<file path="src/rtl/program_loader.sv">
// Byte-stream boot loader: header N, then N big-endian 16-bit words written to instruction memory.
// Optional trailing checksum byte is enabled by defining LOADER_CHECKSUM_EN.
module program_loader #(
  parameter int ADDR_W    = 8,
  parameter int BASE_ADDR = 0
) (
  input  logic              Clock,
  input  logic              Reset,
  input  logic              Load_Start,
  input  logic              In_Valid,
  input  logic [7:0]        In_Data,
  output logic              In_Ready,
  output logic              Mem_We,
  output logic [ADDR_W-1:0] Mem_Addr,
  output logic [15:0]       Mem_Wdata,
  output logic [7:0]        Word_Count,
  output logic              Load_Done,
  output logic              Load_Error
);

`ifdef LOADER_CHECKSUM_EN
  typedef enum logic [2:0] {
    IDLE   = 3'd0,
    HEADER = 3'd1,
    HIGH   = 3'd2,
    LOW    = 3'd3,
    WRITE  = 3'd4,
    CHECK  = 3'd5,
    DONE   = 3'd6,
    ERROR  = 3'd7
  } state_t;
`else
  typedef enum logic [2:0] {
    IDLE   = 3'd0,
    HEADER = 3'd1,
    HIGH   = 3'd2,
    LOW    = 3'd3,
    WRITE  = 3'd4,
    DONE   = 3'd6,
    ERROR  = 3'd7
  } state_t;
`endif

  localparam logic [ADDR_W-1:0] BASE_S = ADDR_W'(BASE_ADDR);

  state_t              state_q, state_d;
  logic [7:0]          count_q, count_d;
  logic [7:0]          n_q, n_d;
  logic [15:0]         wdata_q, wdata_d;
  logic [ADDR_W-1:0]   addr_q, addr_d;
  logic                ready_q, ready_d;
  logic                we_q, we_d;
  logic                done_q, done_d;
  logic                err_q, err_d;
  logic                accept_s;
`ifdef LOADER_CHECKSUM_EN
  logic [7:0]          sum_q, sum_d;
  logic [7:0]          sum_chk_s;
`endif

  assign accept_s = In_Valid & ready_q;

  // Next-state, datapath and registered-output decode
  always_comb begin
    state_d = state_q;
    count_d = count_q;
    n_d     = n_q;
    wdata_d = wdata_q;
    addr_d  = addr_q;
`ifdef LOADER_CHECKSUM_EN
    sum_d     = sum_q;
    sum_chk_s = sum_q + In_Data;
`endif
    case (state_q)
      IDLE, DONE, ERROR: begin
        if (Load_Start) begin
          state_d = HEADER;
          count_d = 8'd0;
`ifdef LOADER_CHECKSUM_EN
          sum_d   = 8'd0;
`endif
        end else begin
          state_d = state_q;
        end
      end
      HEADER: begin
        if (accept_s) begin
          n_d     = In_Data;
          state_d = (In_Data == 8'd0) ? ERROR : HIGH;
`ifdef LOADER_CHECKSUM_EN
          sum_d   = sum_chk_s;
`endif
        end else begin
          state_d = HEADER;
        end
      end
      HIGH: begin
        if (accept_s) begin
          wdata_d[15:8] = In_Data;
          state_d       = LOW;
`ifdef LOADER_CHECKSUM_EN
          sum_d         = sum_chk_s;
`endif
        end else begin
          state_d = HIGH;
        end
      end
      LOW: begin
        if (accept_s) begin
          wdata_d[7:0] = In_Data;
          // Address is fixed here so it is already stable for the whole write cycle
          addr_d       = BASE_S + ADDR_W'(count_q);
          state_d      = WRITE;
`ifdef LOADER_CHECKSUM_EN
          sum_d        = sum_chk_s;
`endif
        end else begin
          state_d = LOW;
        end
      end
      WRITE: begin
        count_d = count_q + 8'd1;
        if (count_d < n_q) begin
          state_d = HIGH;
        end else begin
`ifdef LOADER_CHECKSUM_EN
          state_d = CHECK;
`else
          state_d = DONE;
`endif
        end
      end
`ifdef LOADER_CHECKSUM_EN
      CHECK: begin
        if (accept_s) begin
          state_d = (sum_chk_s == 8'd0) ? DONE : ERROR;
        end else begin
          state_d = CHECK;
        end
      end
`endif
      default: state_d = IDLE;
    endcase

    ready_d = (state_d == HEADER) || (state_d == HIGH) || (state_d == LOW)
`ifdef LOADER_CHECKSUM_EN
              || (state_d == CHECK)
`endif
              ;
    we_d   = (state_d == WRITE);
    done_d = (state_d == DONE);
    err_d  = (state_d == ERROR);
  end

  // State and datapath registers; reset abandons any partly assembled word
  always_ff @(posedge Clock or posedge Reset) begin
    if (Reset) begin
      state_q <= IDLE;
      count_q <= 8'd0;
      n_q     <= 8'd0;
      wdata_q <= 16'd0;
      addr_q  <= '0;
      ready_q <= 1'b0;
      we_q    <= 1'b0;
      done_q  <= 1'b0;
      err_q   <= 1'b0;
`ifdef LOADER_CHECKSUM_EN
      sum_q   <= 8'd0;
`endif
    end else begin
      state_q <= state_d;
      count_q <= count_d;
      n_q     <= n_d;
      wdata_q <= wdata_d;
      addr_q  <= addr_d;
      ready_q <= ready_d;
      we_q    <= we_d;
      done_q  <= done_d;
      err_q   <= err_d;
`ifdef LOADER_CHECKSUM_EN
      sum_q   <= sum_d;
`endif
    end
  end

  assign In_Ready   = ready_q;
  assign Mem_We     = we_q;
  assign Mem_Addr   = addr_q;
  assign Mem_Wdata  = wdata_q;
  assign Word_Count = count_q;
  assign Load_Done  = done_q;
  assign Load_Error = err_q;

endmodule

</file>
<file path="config.mk">
export PLATFORM = sky130hd
export DESIGN_NAME = program_loader
export DESIGN_NICKNAME = d
export VERILOG_FILES = /design/src/rtl/program_loader.sv
export SDC_FILE = /design/constraint.sdc
export NUM_CORES = 1
export LEC_CHECK = 0
export CAP_MARGIN = 10
export CORE_MARGIN = 1.5
export CORE_UTILIZATION = 33
export DETAILED_ROUTE_END_ITERATION = 12
export PLACE_DENSITY = 0.59
export SLEW_MARGIN = 20
export SYNTH_ARGS = -nofsm -noshare
export SYNTH_HDL_FRONTEND = slang
export SYNTH_SLANG_ARGS = --single-unit
</file>
<file path="constraint.sdc">
create_clock -name Clock -period 2.2 [get_ports Clock]
set_clock_uncertainty 0.05 [all_clocks]
set_input_delay 0.44 -clock Clock [delete_from_list [all_inputs] [get_ports Clock]]
set_output_delay 0.44 -clock Clock [all_outputs]
set_load 0.02 [all_outputs]
</file>
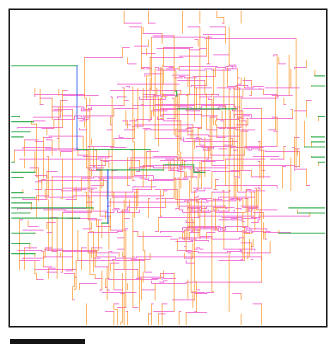
**Above:** run 1 (routed metal, one color a layer).
Bar = 20 um.
legend:
  green:
    layer: M3
    wire_length: 243 um
  orange:
    layer: M2
    wire_length: 2280 um
  magenta:
    layer: M1
    wire_length: 2350 um
  blue:
    layer: M4
    wire_length: 36.7 um

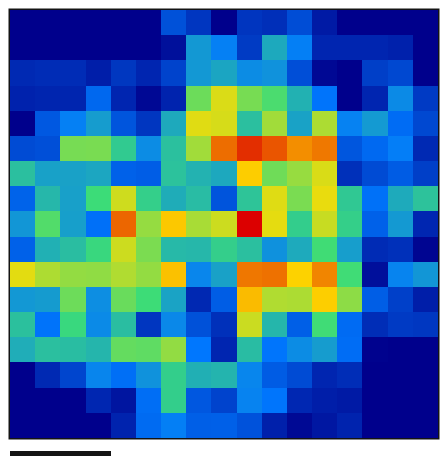
**Above:** run 1 (wire density map).
Bar = 20 um. 17 x 17 tiles, from dark blue (low) to red (high), scaled to the fullest tile. Values are wire area over tile area, all layers added.
nearly empty tiles: 16%
emptiest ninth of the die: upper left
fullest tile: 0.36
tiles over half the peak: 22%
mean over tiles: 0.11

==> run_results.csv, run 1 <==
group,metric,value,unit
clock_network,htree_num_levels,2,
final_timing,rsz0062_at_grt,"true",
worst_setup_path,critical_path.cell_chain,"and3_4 > and3_4 > and3_4 > xor2_4 > ha_4 > a21oi_2 > o21a_1 > o41ai_2 > a211o_1 > and3b_1",
routing,viasPerCell,4.80,
routing,dr_total_vias,1652,
synthesis,ys_ff,47,
global_routing,grt_max_degree,22,
clock_network,worstSkewPairLatency,0.29,ns
placed_design,numPortBuffers,47,
layout,fillCellCount,590,
clock_network,path_clk_slew,0.09,ns
final_timing,min_period_over_period,108,%
clock_network,clockBufferDepth,2,
power_and_ir_drop,swShare,36.9,%
synthesis,largest_area_cell,"dfrtp_1",
die,num_rows,29,
placed_design,dpl.hpwl,3.60,mm
power_and_ir_drop,clkPwrFrac,14.7,%
worst_setup_path,slowest_stage,"dfrtp_2",
synthesis,synth_area,0.00220,mm2
synthesis,ys_seq_share,53.5,%
layout,lay_top_cells,"47 x clkdlybuf4s50_1, 44 x dfrtp_1, 30 x buf_4",
worst_setup_path,start_kind,"flip-flop",
power_and_ir_drop,switchingPower,1.31,mW
power_and_ir_drop,power.share.combinational,47.1,%
routing,drtPass1Iterations,4,
final_timing,worst_slew_pin_slew,0.491,ns
worst_setup_path,path_max_fanout,4,
worst_setup_path,critPathMaxStageDelay,0.39,ns
layout,antenna_cells,0,
routing,totalWireLength,4.91,mm
synthesis,area_leaders,"dfrtp_1 54%, mux2_2 13%, ha_1 4.6%",
final_timing,hold_ws,0.432,ns
layout,final_nets,286,
power_and_ir_drop,ir_worst_vdd,0.000660,V
run_status,status,"finished with violations",
layout,final_cells,344,
routing,ant_nets,0,
placed_design,placed_cells,335,
worst_setup_path,worst_setup_path_end_kind,"flip-flop",
final_timing,setup-violations-final,4,
synthesis,ys_cells,188,
layout,combGateArea,0.00101,mm2
global_routing,antenna_found_initial,0,
synthesis,synthesis.nets,208,
synthesis,ff_type,"dfrtp_1",
final_timing,max_slew_margin,67.3,%
flow_run,warnings,29,
clock_network,cts_sinks,47,
power_and_ir_drop,powerDensity,1120,mW/mm2
clock_network,cts_tree,"built",
worst_setup_path,path_buffers,0,
die,core,0.00639,mm2
power_and_ir_drop,leakage,1.43,nW
die,io-pin-count,48,
worst_setup_path,worstSetupPathType,"flip-flop to flip-flop",
worst_setup_path,arrival,2.51,ns
worst_hold_path,hp-class,"input pin to async pin",
layout,area_growth_syn_to_layout,43.6,%
synthesis,synthArstFlopShare,100,%
run_status,violations,"setup timing",
synthesis,ys_warn_count,0,
worst_setup_path,cpLargestDelayFamily,"simple AND/OR/NAND/NOR gates",
synthesis,synth.avg_cell_area,11.7,um2
synthesis,edf_count,0,
routing,drc,0,
final_timing,fmax,421,MHz
power_and_ir_drop,total_power,3.54,mW
routing,drtIter0Drc,92,
placed_design,place_area,0.00300,mm2
layout,lay_top_count,"clkdlybuf4s50_1",
final_timing,maxSlewViolCount,0,
final_timing,fin_ws,-0.175,ns
global_routing,grt_pass1_wl,8.16,mm
synthesis,yosys_area,0.00220,mm2
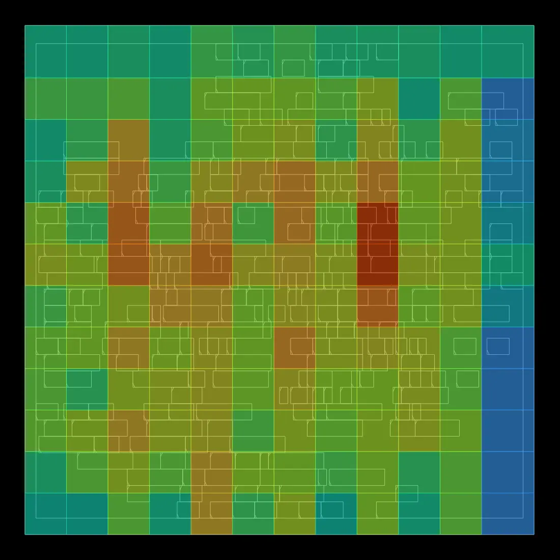
**Above:** run 1 (routing congestion map).
met2 Resource Use GR: 22.4%
Final Util: 49.4%
met1 Usage GRT: 20.4%
wire per inst: 14.3 um

==> run 1: synthesized netlist by cell type (3+ instances only) <==
cell type  number
dfrtp_1        47
mux2_2         25
nand2_1        17
o21ai_0        12
inv_1          11
nor2_1         10
ha_1            8
a32o_1          5
buf_2           5
nand3_1         5
a21oi_1         3
and3_1          3
nor3_1          3
o21a_1          3
xnor2_1         3
xor2_1          3
==> run 1: stage by stage <==
stage	setup slack, ns	setup TNS [ns]	util, %
after floorplan	-0.149	-0.524	-
after global placement	-0.128	-0.426	46.9
after detailed placement	-0.176	-0.630	46.9
after CTS	-0.185	-0.682	48.6
after global routing	-0.301	-1.16	49.4
final	-0.175	-0.654	49.4
==> run 1: sequential cells by signal, summed over array words and instances, names as in the netlist <==
name        cells
Mem_Wdata      16
Mem_Addr        8
Word_Count      8
n_q             8
state_q         3
In_Ready        1
Load_Done       1
Load_Error      1
Mem_We          1
==> run 1: cell type report <==
type                    count  share of cell area, %
repair buffers             79                   23.3
clock inverters             2                  0.515
multi-input cells         122                   32.1
inverters                  11                   1.31
flip-flops and latches     47                   37.4
well taps                  77                   3.05
clock buffers               6                   2.30
==> run 1: cells by family (layout without fill, tap and decap cells) <==
logic type,after synthesis,after routing,synth area share (%)
flip-flops,47,47,53.5
buffers and inverters,19,98,3.87
AND/OR/NAND/NOR,50,50,12.1
adder cells (fa/ha/maj),8,8,4.55
multiplexers,25,25,12.8
XOR/XNOR,6,6,2.39
AND-OR/OR-AND,33,33,10.8
==> run 1: power groups by stage <==
stage	logic (mW)	registers, mW	clock network, mW
after floorplan	0.759	1.54	0
after global placement	1.60	1.37	0
after detailed placement	1.61	1.37	0
after CTS	1.64	1.36	0.543
after global routing	1.81	1.40	0.572
final	1.67	1.36	0.519
==> run 1: path summary, 6_finish.rpt <==
path | from | end | slack [ns] | cells after the start
min in group Clock | Mem_Addr[2] | Mem_Addr[2] | 0.46 | 1
min | Reset | Load_Error | 0.43 | 2
max | Word_Count[0] | Load_Error | -0.18 | 10
max in group asynchronous | Reset | n_q[4] | 1.14 | 3
max reg2reg | Word_Count[0] | Load_Error | -0.18 | 10
min reg2reg | Mem_Addr[2] | Mem_Addr[2] | 0.46 | 1
==> run 1: per-layer routing <==
metal / GRT usage [%] / share of wire (%)
met1: 20.4 / 48
met2: 22.4 / 46
met4: 3.96 / 0.73
met5: 0 / 0
met3: 3.34 / 4.9
==> run 1: repair_timing <==
action | 4_1_cts | 5_1_grt
resized | 4 | 6
setup buffers | 0 | 1
pin swaps | 0 | 3
endpoints found under the setup margin | 4 | 4
--- run 2 (diff from run 1) ---
==> constraint.sdc (replaced) <==
create_clock -name Clock -period 2.2 [get_ports Clock]
set_clock_uncertainty 0.05 [all_clocks]
set_input_delay 0.44 -clock Clock [delete_from_list [all_inputs] [get_ports Clock]]
set_output_delay 0.44 -clock Clock [all_outputs]
set_load 0.005 [all_outputs]
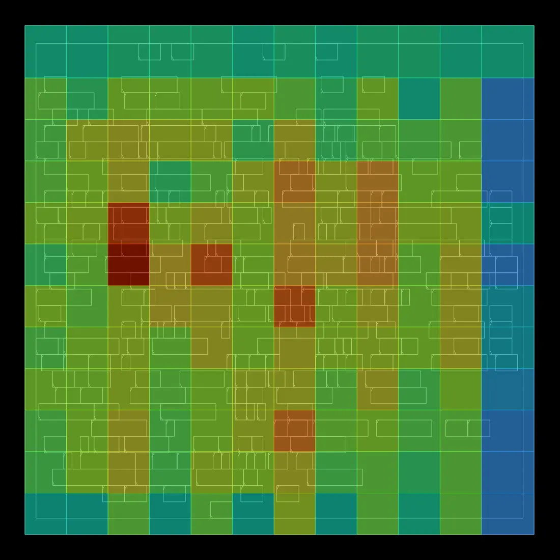
**Above:** run 2 (routing congestion map).
met2 Resource Use GR: 22.2%
wire per inst: 13.5 um
GRT busiest layer: met2

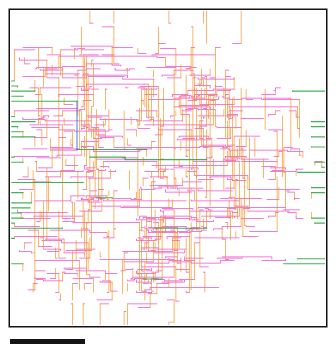
**Above:** run 2 (routed metal, one color a layer).
Bar = 20 um.
legend:
  magenta:
    layer: M1
    wire_length: 2240 um
  blue:
    layer: M4
    wire_length: 12.9 um
  green:
    layer: M3
    wire_length: 243 um
  orange:
    layer: M2
    wire_length: 2060 um

==> run_results.csv, run 2 <==
group,metric,value,unit
clock_network,worstSkewPairLatency,0.29,ns
synthesis,common_cells,"47 x dfrtp_1, 25 x mux2_2, 17 x nand2_1",
synthesis,yosysUniqueCellTypes,35,
final_timing,maxSlewViolCount,0,
synthesis,synth_area,0.00220,mm2
synthesis,ys_cells,188,
layout,final_nets,280,
final_timing,rsz0062_at_grt,"true",
global_routing,grt.overflow.total,0,
clock_network,clockBufferDepth,2,
layout,lay_top_cells,"47 x dfrtp_1, 47 x clkdlybuf4s50_1, 25 x mux2_2",
die,core,0.00639,mm2
final_timing,min_period_over_period,105,%
global_routing,grt_max_degree,30,
synthesis,synth.avg_cell_area,11.7,um2
worst_hold_path,hp-class,"input pin to async pin",
global_routing,grt_pass1_vias,1669,
final_timing,finalHoldViolCount,0,
placed_design,placed_cells,328,
routing,drtIter0Drc,84,
layout,area_growth_syn_to_layout,42.9,%
worst_setup_path,worstReg2RegEnd,"In_Ready",
placed_design,place_area,0.00293,mm2
placed_design,dpl.hpwl,3.37,mm
routing,viasPerCell,4.88,
synthesis,edf_count,0,
clock_network,htree_num_levels,2,
synthesis,ff_type,"dfrtp_1",
clock_network,path_clk_slew,0.08,ns
worst_setup_path,crit_end,"In_Ready",
worst_setup_path,crit_required,2.34,ns
routing,dr_total_vias,1651,
layout,drive_gt1_share,30.7,%
global_routing,met1_usage,19.1,%
synthesis,synthArstFlopShare,100,%
placed_design,gp_congestion,0.807,
synthesis,area_leaders,"dfrtp_1 54%, mux2_2 13%, ha_1 4.6%",
global_routing,antenna_found_initial,0,
layout,fillCellCount,609,
synthesis,netlist_instances,188,
flow_run,warnings,29,
final_timing,fmax,431,MHz
synthesis,synthesis.nets,208,
routing,totalWireLength,4.55,mm
routing,ant_nets,0,
die,die_height,84.6,um
clock_network,cts_tree,"built",
clock_network,cts-root-buf,"clkbuf_8",
worst_setup_path,arrival,2.46,ns
layout,antenna_cells,0,
synthesis,largest_area_cell,"dfrtp_1",
worst_setup_path,critical_path.startpoint,"Word_Count[0]",
final_timing,worst_slew_pin_slew,0.729,ns
worst_setup_path,r2r_cells,10,
routing,drtPass1Iterations,4,
die,io-pin-count,48,
worst_setup_path,start_kind,"flip-flop",
global_routing,grt_pass1_wl,8.01,mm
final_timing,max_slew_margin,51.2,%
run_status,violations,"setup timing",
clock_network,cts_sinks,47,
run_status,status,"finished with violations",
routing,drc,0,
worst_setup_path,r2r_start,"Word_Count[0]",
power_and_ir_drop,powerDensity,1070,mW/mm2
placed_design,numPortBuffers,47,
worst_setup_path,worstSetupPathType,"flip-flop to flip-flop",
layout,final_cells,338,
synthesis,ys_warn_count,0,
worst_setup_path,worst_setup_path_end_kind,"flip-flop",
power_and_ir_drop,leakage,1.42,nW
synthesis,ys_ff,47,
clock_network,cts_hold_buf,0,
synthesis,ys_seq_share,53.5,%
worst_setup_path,path_max_fanout,4,
global_routing,grt_use_met3,3.54,%
final_timing,fin_ws,-0.120,ns
power_and_ir_drop,ir_worst_vdd,0.000575,V
layout,largest_reg_flops,16,
die,num_rows,29,
synthesis,synth_top_cell_by_count,"dfrtp_1",
synthesis,yosys_area,0.00220,mm2
worst_setup_path,r2r_setup_slack,-0.12,ns
final_timing,setup-violations-final,4,
final_timing,layout_min_cycle_time,2.32,ns
[run 2: netlist changes by cell type in the layout (fill, tap and decap cells not counted), sizes merged]
cell and change:
buf -6, clkinv +2, bufinv +1, clkbuf -1, clkinvlp -1, inv -1
[run 2: where the power goes]
group          switching (mW)  internal, mW  total (mW)
registers               0.200          1.16        1.36
clock network           0.283         0.338       0.622
logic                   0.569         0.829        1.40
total                    1.05          2.32        3.38
[run 2: kinds of logic after synthesis]
kind of cell	synth area share, %
XOR/XNOR	2.39
AND/OR/NAND/NOR	12.1
flip-flops	53.5
buffers and inverters	3.87
adder cells (fa/ha/maj)	4.55
AND-OR/OR-AND	10.8
multiplexers	12.8
[run 2: routing by layer]
metal  up-vias  routed length (um)
met3         2                 243
met1       797                2240
met4         0                  12
met2        46                2060
li1        806                   -
met5         -                   0
[run 2: what timing repair did]
item,CTS,global route
endpoints found under the hold margin,0,0
cloned,0,0
pin swaps,3,8
setup endpoints to repair,4,4
gates resized,5,10
buffers inserted,1,1
[run 2: stage by stage]
stage	hold slack, ns	util, %	power, mW	setup slack (ns)	TNS (ns)
detailed placement	0.442	45.9	2.72	-0.201	-0.759
finish	0.405	49.2	3.38	-0.120	-0.444
floorplan	0.431	-	2.07	-0.113	-0.378
CTS	0.415	48.4	3.40	-0.216	-0.820
global route	0.455	49.2	3.62	-0.223	-0.802
global placement	0.437	45.9	2.71	-0.135	-0.506
[run 2: critical path: stages, from the launching register on]
cell and delay, ns:
dfrtp_1 0.36, and3_4 0.18, and3_4 0.18, and3_4 0.21
xor2_4 0.19, ha_4 0.23, a21oi_2 0.11, o21a_1 0.14
o41ai_2 0.06, a211o_1 0.31, a221oi_2 0.20
[run 2: worst min path at each step]
stage / end / startpoint / slack, ns
after floorplan: n_q[0] / n_q[0] / 0.43
after global placement: Mem_Addr[2] / Mem_Addr[2] / 0.44
after detailed placement: Mem_Addr[7] / Mem_Addr[7] / 0.44
after CTS: Mem_We / Reset / 0.41
after global routing: Mem_We / Reset / 0.46
final: Mem_We / Reset / 0.41
[run 2: cell type report]
type	count	area, um2	share of cell area [%]
tap	77	96.3	3.07
clock inverter	3	43.8	1.39
inverter	11	41.3	1.31
timing repair buffer	73	691	22.0
sequential	47	1180	37.4
clock buffer	5	68.8	2.19
multi-input combinational	122	1020	32.6
Power is estimated from default activity; no workload was simulated.
